File: src/rtl/kpyd_pkg.sv
// Shared types and constants for the keypad scan/debounce path.
package kpyd_pkg;

  typedef enum logic {
    IDLE,
    HELD
  } kpyd_state_e;

  typedef logic [7:0] kpyd_code_t;

  localparam kpyd_code_t KPYD_NONE = 8'h00;

  // True when exactly one bit of a 4-bit vector is set.
  function automatic logic is_onehot4(input logic [3:0] v);
    return (v != 4'b0000) && ((v & (v - 4'd1)) == 4'b0000);
  endfunction

endpackage

File: src/rtl/kpyd_col_scan.sv
// Column strobe generator: dwell counter plus active-low one-hot column ring.
module kpyd_col_scan
  import kpyd_pkg::*;
#(
  parameter int div_p = 12000
) (
  input  logic       clk_i,
  input  logic       reset_i,
  output logic [3:0] kpyd_col_o,
  output logic [1:0] col_idx_o,
  output logic       sample_o,
  output logic       frame_end_o
);

  localparam int CNT_W = (div_p > 1) ? $clog2(div_p) : 1;
  localparam logic [CNT_W-1:0] CNT_LAST = CNT_W'(div_p - 1);

  logic [CNT_W-1:0] cnt_q, cnt_d;
  logic [3:0]       col_q, col_d;
  logic [1:0]       idx_q, idx_d;
  logic             last_dwell;

  assign last_dwell = (cnt_q == CNT_LAST);

  // NOTE: every signal driven here gets a default first, so no path can leave it unassigned and infer a latch.
  always_comb begin
    cnt_d = cnt_q + CNT_W'(1);
    col_d = col_q;
    idx_d = idx_q;
    if (last_dwell) begin
      cnt_d = '0;
      col_d = {col_q[2:0], col_q[3]};
      idx_d = idx_q + 2'd1;
    end
  end

  // NOTE: state registers use non-blocking assignments so all flops update together on the edge.
  always_ff @(posedge clk_i or posedge reset_i) begin
    if (reset_i) begin
      cnt_q <= '0;
      col_q <= 4'b1110;
      idx_q <= 2'd0;
    end else begin
      cnt_q <= cnt_d;
      col_q <= col_d;
      idx_q <= idx_d;
    end
  end

  assign kpyd_col_o  = col_q;
  assign col_idx_o   = idx_q;
  assign sample_o    = last_dwell;
  assign frame_end_o = last_dwell && (idx_q == 2'd3);

endmodule

File: src/rtl/kpyd_scan_debounce.sv
// Keypad scanner front end: row synchronizer, per-frame key resolution and
// multi-frame debounce producing a one-hot {row,col} code.
module kpyd_scan_debounce
  import kpyd_pkg::*;
#(
  parameter int div_p      = 12000,
  parameter int debounce_p = 8
) (
  input  logic       clk_i,
  input  logic       reset_i,
  input  logic [3:0] kpyd_row_i,
  output logic [3:0] kpyd_col_o,
  output logic [7:0] kpyd_o,
  output logic       valid_o,
  output logic       press_o
);

  localparam int STB_W = $clog2(debounce_p + 1);
  localparam logic [STB_W-1:0] STB_MAX = STB_W'(debounce_p);

  logic [1:0] col_idx;
  logic       sample;
  logic       frame_end;

  kpyd_col_scan #(
    .div_p(div_p)
  ) u_col_scan (
    .clk_i      (clk_i),
    .reset_i    (reset_i),
    .kpyd_col_o (kpyd_col_o),
    .col_idx_o  (col_idx),
    .sample_o   (sample),
    .frame_end_o(frame_end)
  );

  // Rows are asynchronous to clk_i; two flops before anything decodes them.
  logic [3:0] row_meta_q, row_sync_q;

  always_ff @(posedge clk_i or posedge reset_i) begin
    if (reset_i) begin
      row_meta_q <= 4'b1111;
      row_sync_q <= 4'b1111;
    end else begin
      row_meta_q <= kpyd_row_i;
      row_sync_q <= row_meta_q;
    end
  end

  logic [3:0] row_low;
  logic [3:0] col_oh;
  logic       col_hit;
  kpyd_code_t col_code;

  assign row_low  = ~row_sync_q;
  assign col_oh   = 4'b0001 << col_idx;
  assign col_hit  = sample && is_onehot4(row_low);
  assign col_code = {row_low, col_oh};

  // Hit count saturates at 2: anything beyond one hit is already a ghost/multi-key frame.
  logic [1:0] hit_cnt_q, hit_cnt_d;
  kpyd_code_t hit_code_q, hit_code_d;
  kpyd_code_t cand;

  always_comb begin
    hit_cnt_d  = hit_cnt_q;
    hit_code_d = hit_code_q;
    if (col_hit) begin
      hit_code_d = col_code;
      hit_cnt_d  = (hit_cnt_q == 2'd0) ? 2'd1 : 2'd2;
    end
    cand = (hit_cnt_d == 2'd1) ? hit_code_d : KPYD_NONE;
    if (frame_end) begin
      hit_cnt_d  = 2'd0;
      hit_code_d = KPYD_NONE;
    end
  end

  logic [STB_W-1:0] stable_cnt_q, stable_cnt_d;
  kpyd_code_t       prev_q, prev_d;
  kpyd_code_t       kpyd_q, kpyd_d;
  kpyd_state_e      state_q, state_d;
  logic             press_q, press_d;
  logic             commit;

  always_comb begin
    stable_cnt_d = stable_cnt_q;
    prev_d       = prev_q;
    commit       = 1'b0;
    if (frame_end) begin
      if (cand == prev_q) begin
        if (stable_cnt_q != STB_MAX) stable_cnt_d = stable_cnt_q + STB_W'(1);
      end else begin
        stable_cnt_d = STB_W'(1);
        prev_d       = cand;
      end
      commit = (stable_cnt_d == STB_MAX) && (cand != kpyd_q);
    end
  end

  always_comb begin
    state_d = state_q;
    kpyd_d  = kpyd_q;
    press_d = 1'b0;
    if (commit) begin
      kpyd_d = cand;
      unique case (state_q)
        IDLE: begin
          if (cand != KPYD_NONE) begin
            state_d = HELD;
            press_d = 1'b1;
          end
        end
        HELD: begin
          if (cand == KPYD_NONE) begin
            state_d = IDLE;
          end else begin
            press_d = 1'b1;
          end
        end
      endcase
    end
  end

  always_ff @(posedge clk_i or posedge reset_i) begin
    if (reset_i) begin
      hit_cnt_q    <= 2'd0;
      hit_code_q   <= KPYD_NONE;
      stable_cnt_q <= '0;
      prev_q       <= KPYD_NONE;
      kpyd_q       <= KPYD_NONE;
      state_q      <= IDLE;
      press_q      <= 1'b0;
    end else begin
      hit_cnt_q    <= hit_cnt_d;
      hit_code_q   <= hit_code_d;
      stable_cnt_q <= stable_cnt_d;
      prev_q       <= prev_d;
      kpyd_q       <= kpyd_d;
      state_q      <= state_d;
      press_q      <= press_d;
    end
  end

  assign kpyd_o  = kpyd_q;
  assign valid_o = (state_q == HELD);
  assign press_o = press_q;

endmodule
File: config.mk
export PLATFORM = sky130hd
export DESIGN_NAME = kpyd_scan_debounce
export DESIGN_NICKNAME = d
export VERILOG_FILES = /design/src/rtl/kpyd_pkg.sv /design/src/rtl/kpyd_col_scan.sv /design/src/rtl/kpyd_scan_debounce.sv
export SDC_FILE = /design/constraint.sdc
export NUM_CORES = 1
export LEC_CHECK = 0
export ABC_AREA = 1
export CORE_MARGIN = 2
export CORE_UTILIZATION = 50
export CTS_CLUSTER_DIAMETER = 40
export CTS_CLUSTER_SIZE = 25
export DETAILED_ROUTE_END_ITERATION = 12
export PLACE_DENSITY = 0.72
export SLEW_MARGIN = 20
export SYNTH_ARGS = -nofsm -noshare
export SYNTH_HDL_FRONTEND = slang
export SYNTH_SLANG_ARGS = --single-unit
File: constraint.sdc
create_clock -name clk_i -period 2.6 [get_ports clk_i]
set_input_delay 0.26 -clock clk_i [delete_from_list [all_inputs] [get_ports clk_i]]
set_output_delay 0.26 -clock clk_i [all_outputs]
set_load 0.005 [all_outputs]
Figure 1. Signal wires on met1 (run 1).
(4 px per um) Supply wires on this layer in gray.
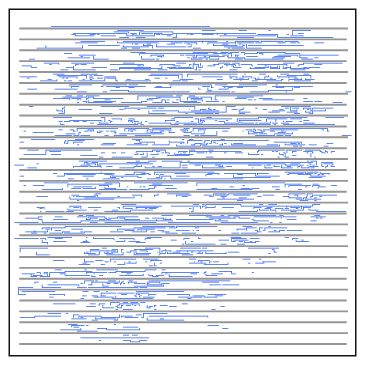
- share of all routed wire: 41%
- wire length on this layer: 3820 um
- main direction: horizontal
- longest straight run: 39.6 um
met1 global-route usage: 0.2977
WL final: 9.406 mm
total number of vias: 3209

Figure 2. The metal 2 layer (run 1).
(3 px per um)
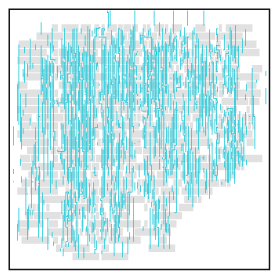
- longest straight run: 32.3 um
- main direction: vertical
- share of all routed wire: 51%
- nets with wire on the layer: 447
- wire length on this layer: 4840 um
met2 Use GR: 0.3911

==> flow_metrics.env, run 1 <==
# source this file to load flow results
export IMPL_p_per_area_nw_per_um2=397.6
export IMPL_highest_layer="met4"
export IMPL_switching_power_w=0.0004533
export IMPL_finalHoldViolCount=0
export IMPL_nNetsFinal=528
export IMPL_ys_flop_type="dfrtp_1"
export IMPL_yosys_area_um2=3381
export IMPL_clkPwrFrac=0.460
export IMPL_clk_pin_slew_ns=0.08
export IMPL_p_leak_nw=2.402
export IMPL_postSynthSeqShare=0.4482
export IMPL_drtPass1Iterations=5
export IMPL_internal_power_w=0.001412
export IMPL_share_comb_of_total_power=0.032
export IMPL_n_fill_cell=439
export IMPL_violations="negative setup slack"
export IMPL_place_inst=552
export IMPL_ys_flops=60
export IMPL_synth_most_common_cell="nand2_1"
export IMPL_cts_resized=22
export IMPL_common_cells="nand2_1, inv_1, dfrtp_1"
export IMPL_rsz0062_at_grt="yes"
export IMPL_dr_wl_met3_um=466
export IMPL_pg_clk_w=0.000857
export IMPL_fin_tns_setup_ns=-1.006
export IMPL_timing_slew_headroom=0.5973
export IMPL_crit_required_ns=2.85
export IMPL_path_max_fanout=5
export IMPL_cts_buffers=9
export IMPL_clkLatencyLatePin_ns=0.35
export IMPL_peakVddDrop_v=0.0003966
export IMPL_syn_avg_cell_area_um2=7.955
export IMPL_comb_area_um2=1837
export IMPL_yosysTopAreaCell="dfrtp_1"
export IMPL_hold_class="in -> async"
export IMPL_drt_iter0_markers=206
export IMPL_p_seq_frac=0.508
export IMPL_maxCapViolCount=0
export IMPL_route_met2_wl_mm=4.837
export IMPL_syn_cell_area_um2=3381
export IMPL_ios=20
export IMPL_yosys_cells=425
export IMPL_cp_num_buf_inv=6
export IMPL_slowest_delay_ns=0.55
export IMPL_status="complete, but fails checks"
export IMPL_grt_total_usage=0.2347
export IMPL_critPathLaunch="row_sync_q[2]$_DFF_PP1_"
export IMPL_grt_pass1_vias=3055
export IMPL_setup_ws_ns=-0.1066
export IMPL_cp_common_cell="nand2_2"
export IMPL_period_needed_ns=2.707
export IMPL_cts_hold_buf=0
export IMPL_worst_path_stages=21
export IMPL_setup_viol=12
export IMPL_regArea_um2=1515
export IMPL_path_cells="inv_2 -> nand2_1 -> nand2_2 -> nand2_2 -> nand2_4 -> nor2_4 -> buf_6 -> buf_4 -> nand2_2 -> nand2_4 -> buf_6 -> nand3_2 -> nand2_1 -> nand2_2 -> nor2_4 -> buf_6 -> nand3_4 -> inv_4 -> nand3_4 -> nand2_2 -> nand2_1"
export IMPL_post_cts_buffers=12
export IMPL_path_class="reg -> reg"
export IMPL_cts_max_path_buffers=2
export IMPL_final_area_um2=4692
export IMPL_utilization=0.7265
export IMPL_cts_max_level=3
export IMPL_ys_types=31
export IMPL_p_sw_frac=0.2430
export IMPL_place_hpwl_mm=5.447
export IMPL_reg2reg_slack_ns=-0.11
export IMPL_endpoint_kind="flop"
export IMPL_die_area_um2=7436
export IMPL_rows=29
export IMPL_die_w_um=86.23
export IMPL_grt_max_degree=32
export IMPL_cts_root_buf="clkbuf_8"
export IMPL_syn_nets=438
export IMPL_async_flop_share=1.000
Figure 3. Met3 routing (run 1).
(4 px per um)
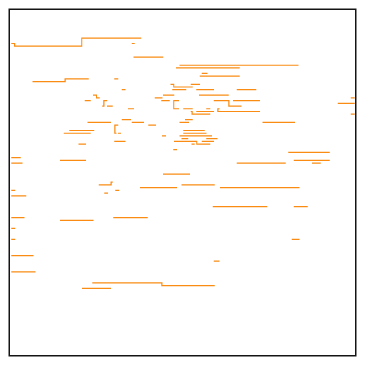
- longest straight run: 29.4 um
- nets with wire on the layer: 64
- wire length on this layer: 467 um
- share of all routed wire: 5.0%
- main direction: horizontal
met3 Resource Use GR: 0.05333

-- run 1: state kept, by name, summed over array words and instances, names as in the netlist --
| register | count |
|---|---|
| u_col_scan.col_idx_o | 2 |
| hit_cnt_q | 2 |
| press_o | 1 |
| u_col_scan.kpyd_col_o | 4 |
| prev_q | 8 |
| row_sync_q | 4 |
| row_meta_q | 4 |
| kpyd_o | 8 |
| hit_code_q | 8 |
| stable_cnt_q | 4 |
| u_col_scan.cnt_q | 14 |
| valid_o | 1 |
-- run 1: how the worst min path moves through the flow --
stage,to,depth (start not counted),start,slack (ns)
2_1_floorplan,row_meta_q[0]$_DFF_PP1_,0,kpyd_row_i[0],0.26
3_3_place_gp,row_sync_q[0]$_DFF_PP1_,0,row_meta_q[0]$_DFF_PP1_,0.35
3_5_place_dp,row_sync_q[1]$_DFF_PP1_,0,row_meta_q[1]$_DFF_PP1_,0.35
4_1_cts,row_meta_q[1]$_DFF_PP1_,1,kpyd_row_i[1],0.30
5_1_grt,row_meta_q[1]$_DFF_PP1_,1,kpyd_row_i[1],0.30
6_report,u_col_scan.cnt_q[10]$_DFF_PP0_,2,reset_i,0.30
-- run 1: area by class of cell --
| type | instances | area share |
|---|---|---|
| Multi-Input combinational cell | 290 | 0.3915 |
| Sequential cell | 60 | 0.3229 |
| Tap cell | 77 | 0.02053 |
| Clock buffer | 9 | 0.02640 |
| Clock inverter | 7 | 0.01600 |
| Timing Repair Buffer | 85 | 0.1669 |
| Inverter | 69 | 0.05573 |
-- run 1: cells by family after synthesis --
kind of cell	Yosys count	share of synthesized area
simple gates	233	0.3401
buf+inv	76	0.09770
flops	60	0.4482
compound gates	41	0.06662
xor+xnor	7	0.01814
fa+ha+maj	7	0.02591
mux	1	0.003331
==> inputs of run 2 (changes only) <==
Settings changed: HOLD_SLACK_MARGIN set to 0.15.
Figure 4. Met3 routing (run 2).
(4 px per um)
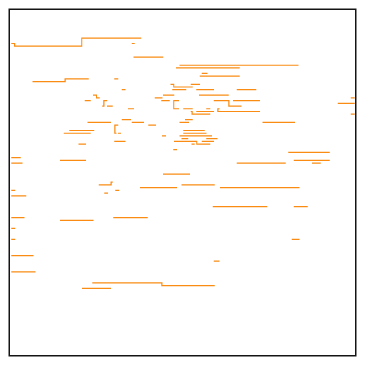
- share of all routed wire: 5.0%
- longest straight run: 29.4 um
- nets with wire on the layer: 64
- wire length on this layer: 467 um

Figure 5. The metal 2 layer (run 2).
(3 px per um)
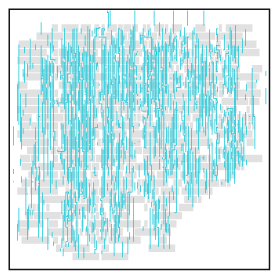
- nets with wire on the layer: 447
- main direction: vertical
- wire length on this layer: 4840 um
- longest straight run: 32.3 um
- share of all routed wire: 51%

Figure 6. Placed standard cells (run 2).
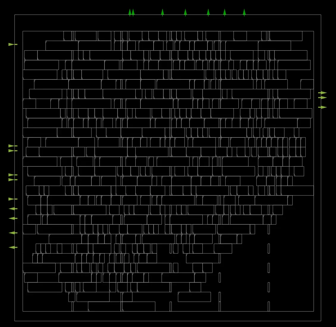
sequential portion of the cell area: 0.3229
# rows: 29
flop count: 60

==> flow_metrics.env, run 2 <==
# source this file to load flow results
export IMPL_n_fill_cell=439
export IMPL_comb_area_um2=1837
export IMPL_cts_max_path_buffers=2
export IMPL_slowest_delay_ns=0.55
export IMPL_setup_viol=12
export IMPL_cp_common_cell="nand2_2"
export IMPL_yosys_area_share_aoi=0.06662
export IMPL_synthMuxAreaShare=0.003331
export IMPL_yosys_cells=425
export IMPL_hold_class="in -> async"
export IMPL_path_cells="inv_2 -> nand2_1 -> nand2_2 -> nand2_2 -> nand2_4 -> nor2_4 -> buf_6 -> buf_4 -> nand2_2 -> nand2_4 -> buf_6 -> nand3_2 -> nand2_1 -> nand2_2 -> nor2_4 -> buf_6 -> nand3_4 -> inv_4 -> nand3_4 -> nand2_2 -> nand2_1"
export IMPL_holdWs_ns=0.2982
export IMPL_grt_total_usage=0.2347
export IMPL_crit_required_ns=2.85
export IMPL_cts_tree="built"
export IMPL_synth_most_common_cell="nand2_1"
export IMPL_drtPass1Iterations=5
export IMPL_place_hpwl_mm=5.447
export IMPL_fin_tns_setup_ns=-1.006
export IMPL_cts_max_level=3
export IMPL_die_w_um=86.23
export IMPL_p_per_area_nw_per_um2=397.6
export IMPL_clk_pin_slew_ns=0.08
export IMPL_timing_slew_headroom=0.5973
export IMPL_postSynthSeqShare=0.4482
export IMPL_ys_flop_type="dfrtp_1"
export IMPL_ys_types=31
export IMPL_grt_max_degree=32
export IMPL_synthAdderAreaFrac=0.02591
export IMPL_async_flop_share=1.000
export IMPL_xor_area_frac=0.01813
export IMPL_clkLatencyLatePin_ns=0.35
export IMPL_peakVddDrop_v=0.0003966
export IMPL_regArea_um2=1515
export IMPL_p_leak_nw=2.402
export IMPL_path_class="reg -> reg"
export IMPL_place_inst=552
export IMPL_grt_pass1_vias=3055
export IMPL_ys_flops=60
export IMPL_rsz0062_at_grt="yes"
export IMPL_vias=3209
export IMPL_syn_nets=438
export IMPL_topCombFamilyByArea="simple AND/OR/NAND/NOR gates"
export IMPL_ios=20
export IMPL_syn_avg_cell_area_um2=7.955
export IMPL_setup_ws_ns=-0.1066
export IMPL_period_needed_ns=2.707
export IMPL_cts_buffers=9
export IMPL_cts_hold_buf=0
export IMPL_nNetsFinal=528
export IMPL_cts_root_buf="clkbuf_8"
export IMPL_yosys_area_um2=3381
export IMPL_cp_num_buf_inv=6
export IMPL_finalHoldViolCount=0
export IMPL_largest_reg_flops=14
export IMPL_lay_top_count="nand2_1"
export IMPL_maxCapViolCount=0
export IMPL_avgRoutedWirePerCell_um=15.76
export IMPL_wirelength_mm=9.406
export IMPL_die_area_um2=7436
export IMPL_syn_cell_area_um2=3381
export IMPL_cts_resized=22
export IMPL_regMostFlops="u_col_scan.cnt_q"
export IMPL_reg2reg_slack_ns=-0.11
export IMPL_post_cts_buffers=12
export IMPL_ys_warn_count=0
export IMPL_status="complete, but fails checks"
export IMPL_io_buffer_count=19
export IMPL_violations="negative setup slack"
export IMPL_path_max_fanout=5
export IMPL_endpoint_kind="flop"
export IMPL_floorplan_die_height_um=86.23
export IMPL_yosysTopAreaCell="dfrtp_1"
export IMPL_common_cells="nand2_1, inv_1, dfrtp_1"
export IMPL_worstPathArrival_ns=2.95
export IMPL_drt_iter0_markers=206
[run 2: metal layers]
metal,vias up,global-route usage,part of all wire
met1,1530,0.2977,0.41
met4,0,0.09375,0.030
met3,40,0.05333,0.050
met5,-,0,0
li1,1512,-,-
met2,127,0.3911,0.51
[run 2: through the flow]
step                instance area [um2]    util
floorplan                          3381       -
global placement                   3919  0.6067
detailed placement                 3919  0.6067
CTS                                4312  0.6676
global route                       4692  0.7265
finish                             4692  0.7265
[run 2: worst paths after layout]
| check | from | end | cells past startpoint |
|---|---|---|---|
| max | row_sync_q[2]$_DFF_PP1_ | kpyd_o[6]$_DFFE_PP0P_ | 21 |
| min | reset_i | u_col_scan.cnt_q[10]$_DFF_PP0_ | 2 |
| max reg2reg | row_sync_q[2]$_DFF_PP1_ | kpyd_o[6]$_DFFE_PP0P_ | 21 |
| min reg2reg | row_meta_q[1]$_DFF_PP1_ | row_sync_q[1]$_DFF_PP1_ | 0 |
| max in group asynchronous | reset_i | stable_cnt_q[1]$_DFFE_PP0P_ | 3 |
| min in group clk_i | kpyd_row_i[1] | row_meta_q[1]$_DFF_PP1_ | 1 |
[run 2: where the power goes]
part / total, W / internal (W) / leakage, nW / switching, W
sequential: 0.000948 / 0.000944 / 0.785 / 0.00000365
clock: 0.000857 / 0.000447 / 0.104 / 0.000411
combinational: 0.0000601 / 0.0000210 / 1.51 / 0.0000391
total: 0.00187 / 0.00141 / 2.40 / 0.000453
[run 2: layout make-up]
type	count	share of cell area
Sequential cell	60	0.3229
Inverter	69	0.05573
Tap cell	77	0.02053
Multi-Input combinational cell	290	0.3915
Clock buffer	9	0.02640
Timing Repair Buffer	85	0.1669
Clock inverter	7	0.01600
Power figures rest on the tool's default switching activity, not on a simulated workload.
